[src/rtl/fifo_wr_arbiter.sv]
// Round-robin write-port arbiter with bounded burst lock in front of the async FIFO write side.
// Optional stall counter is built when ARB_STALL_CNT_EN is defined.
module fifo_wr_arbiter #(
  parameter int DATA_WIDTH = 8,
  parameter int N_REQ      = 4,
  parameter int MAX_BURST  = 4
) (
  input  logic                        CLK,
  input  logic                        RST,
  input  logic [N_REQ-1:0]            REQ,
  input  logic [N_REQ*DATA_WIDTH-1:0] WDATA,
  output logic [N_REQ-1:0]            GNT,
  input  logic                        FULL,
  output logic                        W_INC,
  output logic [DATA_WIDTH-1:0]       WR_DATA,
  output logic                        BUSY,
  output logic [15:0]                 STALL_CNT
);
  localparam int IW = $clog2(N_REQ);

  typedef enum logic {IDLE, BURST} state_t;

  state_t          state_q, state_d;
  logic [IW-1:0]   owner_q, owner_d;
  logic [IW-1:0]   rr_ptr_q, rr_ptr_d;
  logic [7:0]      burst_cnt_q, burst_cnt_d;
  logic [IW-1:0]   sel, gidx;
  logic [IW:0]     idx;
  logic            found;
  logic [N_REQ-1:0] gnt;
  logic            w_inc;

  function automatic logic [IW-1:0] nxt(input logic [IW-1:0] i);
    return (int'(i) == N_REQ - 1) ? '0 : i + 1'b1;
  endfunction

  // First requester at or after rr_ptr, wrapping at N_REQ (not at 2**IW).
  always_comb begin
    found = 1'b0;
    sel   = '0;
    idx   = '0;
    for (int k = 0; k < N_REQ; k++) begin
      idx = {1'b0, rr_ptr_q} + (IW+1)'(k);
      if (idx >= (IW+1)'(N_REQ)) idx = idx - (IW+1)'(N_REQ);
      if (!found && REQ[idx[IW-1:0]]) begin
        found = 1'b1;
        sel   = idx[IW-1:0];
      end
    end
  end

  always_comb begin
    state_d     = state_q;
    owner_d     = owner_q;
    rr_ptr_d    = rr_ptr_q;
    burst_cnt_d = burst_cnt_q;
    gnt         = '0;
    w_inc       = 1'b0;
    gidx        = (state_q == BURST) ? owner_q : sel;
    if (!RST) begin
      case (state_q)
        IDLE: begin
          if (found && !FULL) begin
            gnt[sel] = 1'b1;
            w_inc    = 1'b1;
            if (MAX_BURST == 1) begin
              rr_ptr_d = nxt(sel);
            end else begin
              state_d     = BURST;
              owner_d     = sel;
              burst_cnt_d = 8'd1;
            end
          end
        end
        BURST: begin
          if (REQ[owner_q]) begin
            if (!FULL) begin
              gnt[owner_q] = 1'b1;
              w_inc        = 1'b1;
              burst_cnt_d  = burst_cnt_q + 8'd1;
              if (burst_cnt_q + 8'd1 == 8'(MAX_BURST)) begin
                state_d     = IDLE;
                rr_ptr_d    = nxt(owner_q);
                burst_cnt_d = '0;
              end
            end
          end else begin
            // Owner went quiet: release now, re-arbitrate next cycle.
            state_d     = IDLE;
            rr_ptr_d    = nxt(owner_q);
            burst_cnt_d = '0;
          end
        end
        default: state_d = IDLE;
      endcase
    end
  end

  always_ff @(posedge CLK) begin
    if (RST) begin
      state_q     <= IDLE;
      owner_q     <= '0;
      rr_ptr_q    <= '0;
      burst_cnt_q <= '0;
    end else begin
      state_q     <= state_d;
      owner_q     <= owner_d;
      rr_ptr_q    <= rr_ptr_d;
      burst_cnt_q <= burst_cnt_d;
    end
  end

  assign GNT     = gnt;
  assign W_INC   = w_inc;
  assign WR_DATA = w_inc ? WDATA[int'(gidx)*DATA_WIDTH +: DATA_WIDTH] : '0;
  assign BUSY    = !RST && (state_q == BURST);

`ifdef ARB_STALL_CNT_EN
  logic [15:0] stall_cnt_q, stall_cnt_d;

  always_comb begin
    stall_cnt_d = stall_cnt_q;
    if ((|REQ) && FULL && (stall_cnt_q != 16'hFFFF)) stall_cnt_d = stall_cnt_q + 16'd1;
  end

  always_ff @(posedge CLK) begin
    if (RST) stall_cnt_q <= '0;
    else     stall_cnt_q <= stall_cnt_d;
  end

  assign STALL_CNT = stall_cnt_q;
`else
  assign STALL_CNT = 16'h0;
`endif

endmodule

[config.mk]
export PLATFORM = sky130hd
export DESIGN_NAME = fifo_wr_arbiter
export DESIGN_NICKNAME = d
export VERILOG_FILES = /design/src/rtl/fifo_wr_arbiter.sv
export SDC_FILE = /design/constraint.sdc
export NUM_CORES = 1
export LEC_CHECK = 0
export CORE_MARGIN = 3
export CORE_UTILIZATION = 41
export CTS_BUF_LIST = sky130_fd_sc_hd__clkbuf_4 sky130_fd_sc_hd__clkbuf_8
export DETAILED_ROUTE_END_ITERATION = 10
export MAX_ROUTING_LAYER = met4
export PLACE_DENSITY = 0.88
export SLEW_MARGIN = 25
export SYNTH_ARGS = -nofsm -noshare
export SYNTH_HDL_FRONTEND = slang
export SYNTH_SLANG_ARGS = --single-unit
[constraint.sdc]
create_clock -name CLK -period 4.58 [get_ports CLK]
set_clock_uncertainty 0.05 [all_clocks]
set_input_delay 1.374 -clock CLK [delete_from_list [all_inputs] [get_ports CLK]]
set_output_delay 1.374 -clock CLK [all_outputs]
set_load 0.02 [all_outputs]
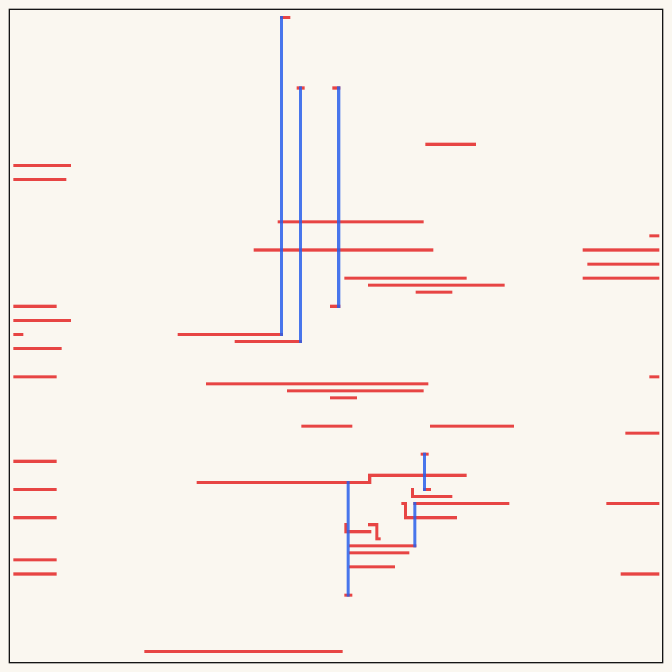
(images/wires.png)
Two of the layers only.
blue -> metal 4  # wire length 94.5 microns
red -> metal 3  # wire length 298 microns

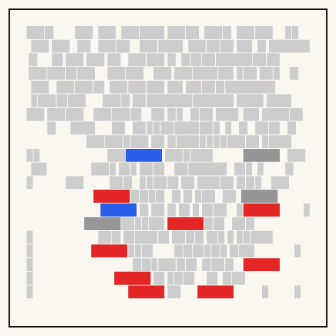
(images/flops_by_reg.png)
blue -> `owner_q`  # sequential cells 2
red -> `burst_cnt_q`  # sequential cells 8
not colored = 3

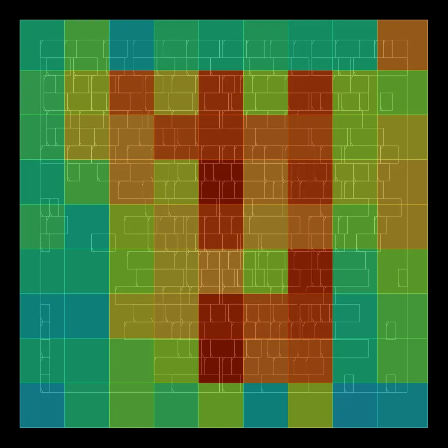
(images/congestion.png)
GR Layer Usage met1: 0.246
drt wl/cell: 15.1 microns

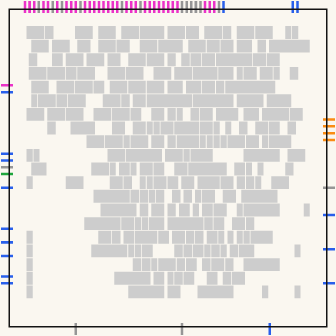
(images/io_placement.png)
Pins as bars across the die edge, other pins in gray.
magenta -> `WDATA`  # pins 32, direction input, edge 31 top, 1 left
green -> `RST`  # pins 1, direction input, edge left
orange -> `REQ`  # pins 4, direction input, edge right
blue -> `STALL_CNT`  # pins 16, direction output, edge 9 left, 3 right, 3 top, 1 bottom
Die Span Y: 63.0 microns
# port buffers: 52
die width: 63.0 microns

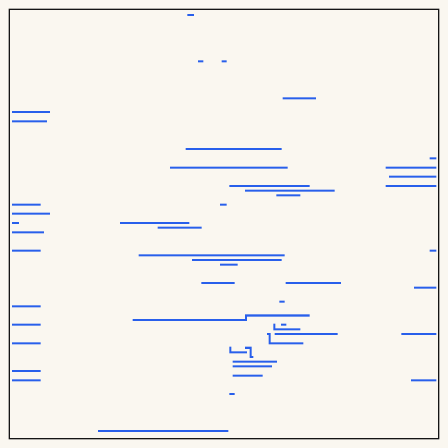
(images/layer_met3.png)
share of all routed wire = 6.8%
wire length on this layer = 298 microns
nets with wire on the layer = 42

through the flow:
stage          setup WS (ns)  instance area (sq um)  cells  setup TNS [ns]  hold slack (ns)
4_1_cts              0.00984                   2050    290               0            0.431
3_3_place_gp          -0.502                   1970    283           -5.73            0.408
2_1_floorplan          0.221                   1390    190               0            0.394
3_5_place_dp          -0.543                   1970    283           -6.12            0.420
6_report              0.0676                   2060    292               0            0.430
5_1_grt             -0.00216                   2060    292        -0.00216            0.442
power breakdown:
group | switching (mW) | internal (mW)
Combinational | 0.0884 | 0.0958
Sequential | 0.00806 | 0.117
Clock | 0.0388 | 0.0398
layout make-up:
class	instances	area share
Multi-Input combinational cell	148	0.492
Clock buffer	4	0.0145
Inverter	7	0.0127
Tap cell	44	0.0267
Timing Repair Buffer	76	0.328
Sequential cell	13	0.126
flip-flops by register name, summed over array words and instances, names as in the netlist:
register / count
burst_cnt_q: 8
owner_q: 2
rr_ptr_q: 2
state_q: 1
cell usage in the layout, fill, tap and decap left out, types with 3 or more instances in the layout:
cell	n
clkdlybuf4s50_1	35
buf_4	25
nand2_1	18
conb_1	16
a21oi_1	13
mux2i_1	13
dfxtp_1	13
o21ai_0	12
nor2_1	11
o22ai_1	8
inv_1	7
buf_2	6
nand3_1	5
mux2i_2	5
ha_1	5
dlygate4sd2_1	5
nor2b_1	4
clkbuf_4	4
nor3_1	3
final timing paths:
path	slack, ns	cells past startpoint	endpoint
setup / recovery	0.07	7	WR_DATA[0]
hold / removal	0.43	2	burst_cnt_q[1]
setup reg to reg	2.49	5	rr_ptr_q[0]
hold reg to reg	0.43	2	burst_cnt_q[1]
worst max-delay path, cell delays in order:
cell and delay [ns]:
clkdlybuf4s50_1 0.49, nor4_4 0.33, o21ai_1 0.15, a21boi_1 0.15, buf_4 0.17, o22ai_1 0.21, buf_2 0.20
kinds of logic after synthesis:
logic type      after synthesis
simple gates                 61
fa+ha+maj                     5
flops                        13
mux                          20
other cells                   1
buf+inv                      29
compound gates               46
per-layer routing:
metal / vias to the layer above / track usage / part of all wire
li1: 746 / - / -
met1: 709 / 0.246 / 0.38
met2: 73 / 0.403 / 0.53
met3: 12 / 0.0414 / 0.068
met4: 0 / 0.0523 / 0.021
met5: - / - / 0
repair_timing:
action / 4_1_cts / 5_1_grt
gates resized: 38 / 29
pin swaps: 2 / 2
setup endpoints to repair: 13 / 10
setup buffers: 2 / 2
cloned: 1 / 0
==> out/qor.yml <==
setup_path:
  end_kind: "primary output"
  worstPathMaxFanout: 8
  setup.worst_path.start: "FULL"
final_timing:
  worst_pin_slew_ns: 0.604
  timing_hold_violations_final: 0
synth:
  synth_cell_types: 41
  synth-seq-area-share: 0.196
  syn_area_per_cell_sq_um: 7.60
  ys_sh_simple: 0.239
  yosys_cells: 175
  syn_inst: 175
  edf_count: 0
  synth_dominant_cell_count: "mux2i_1"
  mux_share: 0.160
  top_area_frac: 0.196
  synthArstFlopShare: 0
pwr:
  peakVddDrop_uv: 140
  pwr_density_cell_nw_per_um2: 188
floorplanning:
  io_pins: 69
  initial_core_util: 0.432
placed_design:
  finalWeightedCongestion: 0.840
  dp.final_hpwl_mm: 3.15
clock_network:
  clock_sinks: 13
  clockRootBuffer: "clkbuf_4"
  cts_inserted_buffers: 3
  cts_tree: "yes"
route:
  drc: 0
  drtAntennaViolNets: 0
  first_pass_iters: 4
job:
  tool_warnings: 29
finish:
  comb_area_sq_um: 1020
  fin_util: 0.671
  drive_gt1_frac: 0.234
global_route:
  grt_pass1_vias: 1479
  grt_start_max_net_pins: 16
status:
  outcome: "finished clean"
hold_path:
  hp-class: "register to register"
Power and IR drop assume default switching activity.
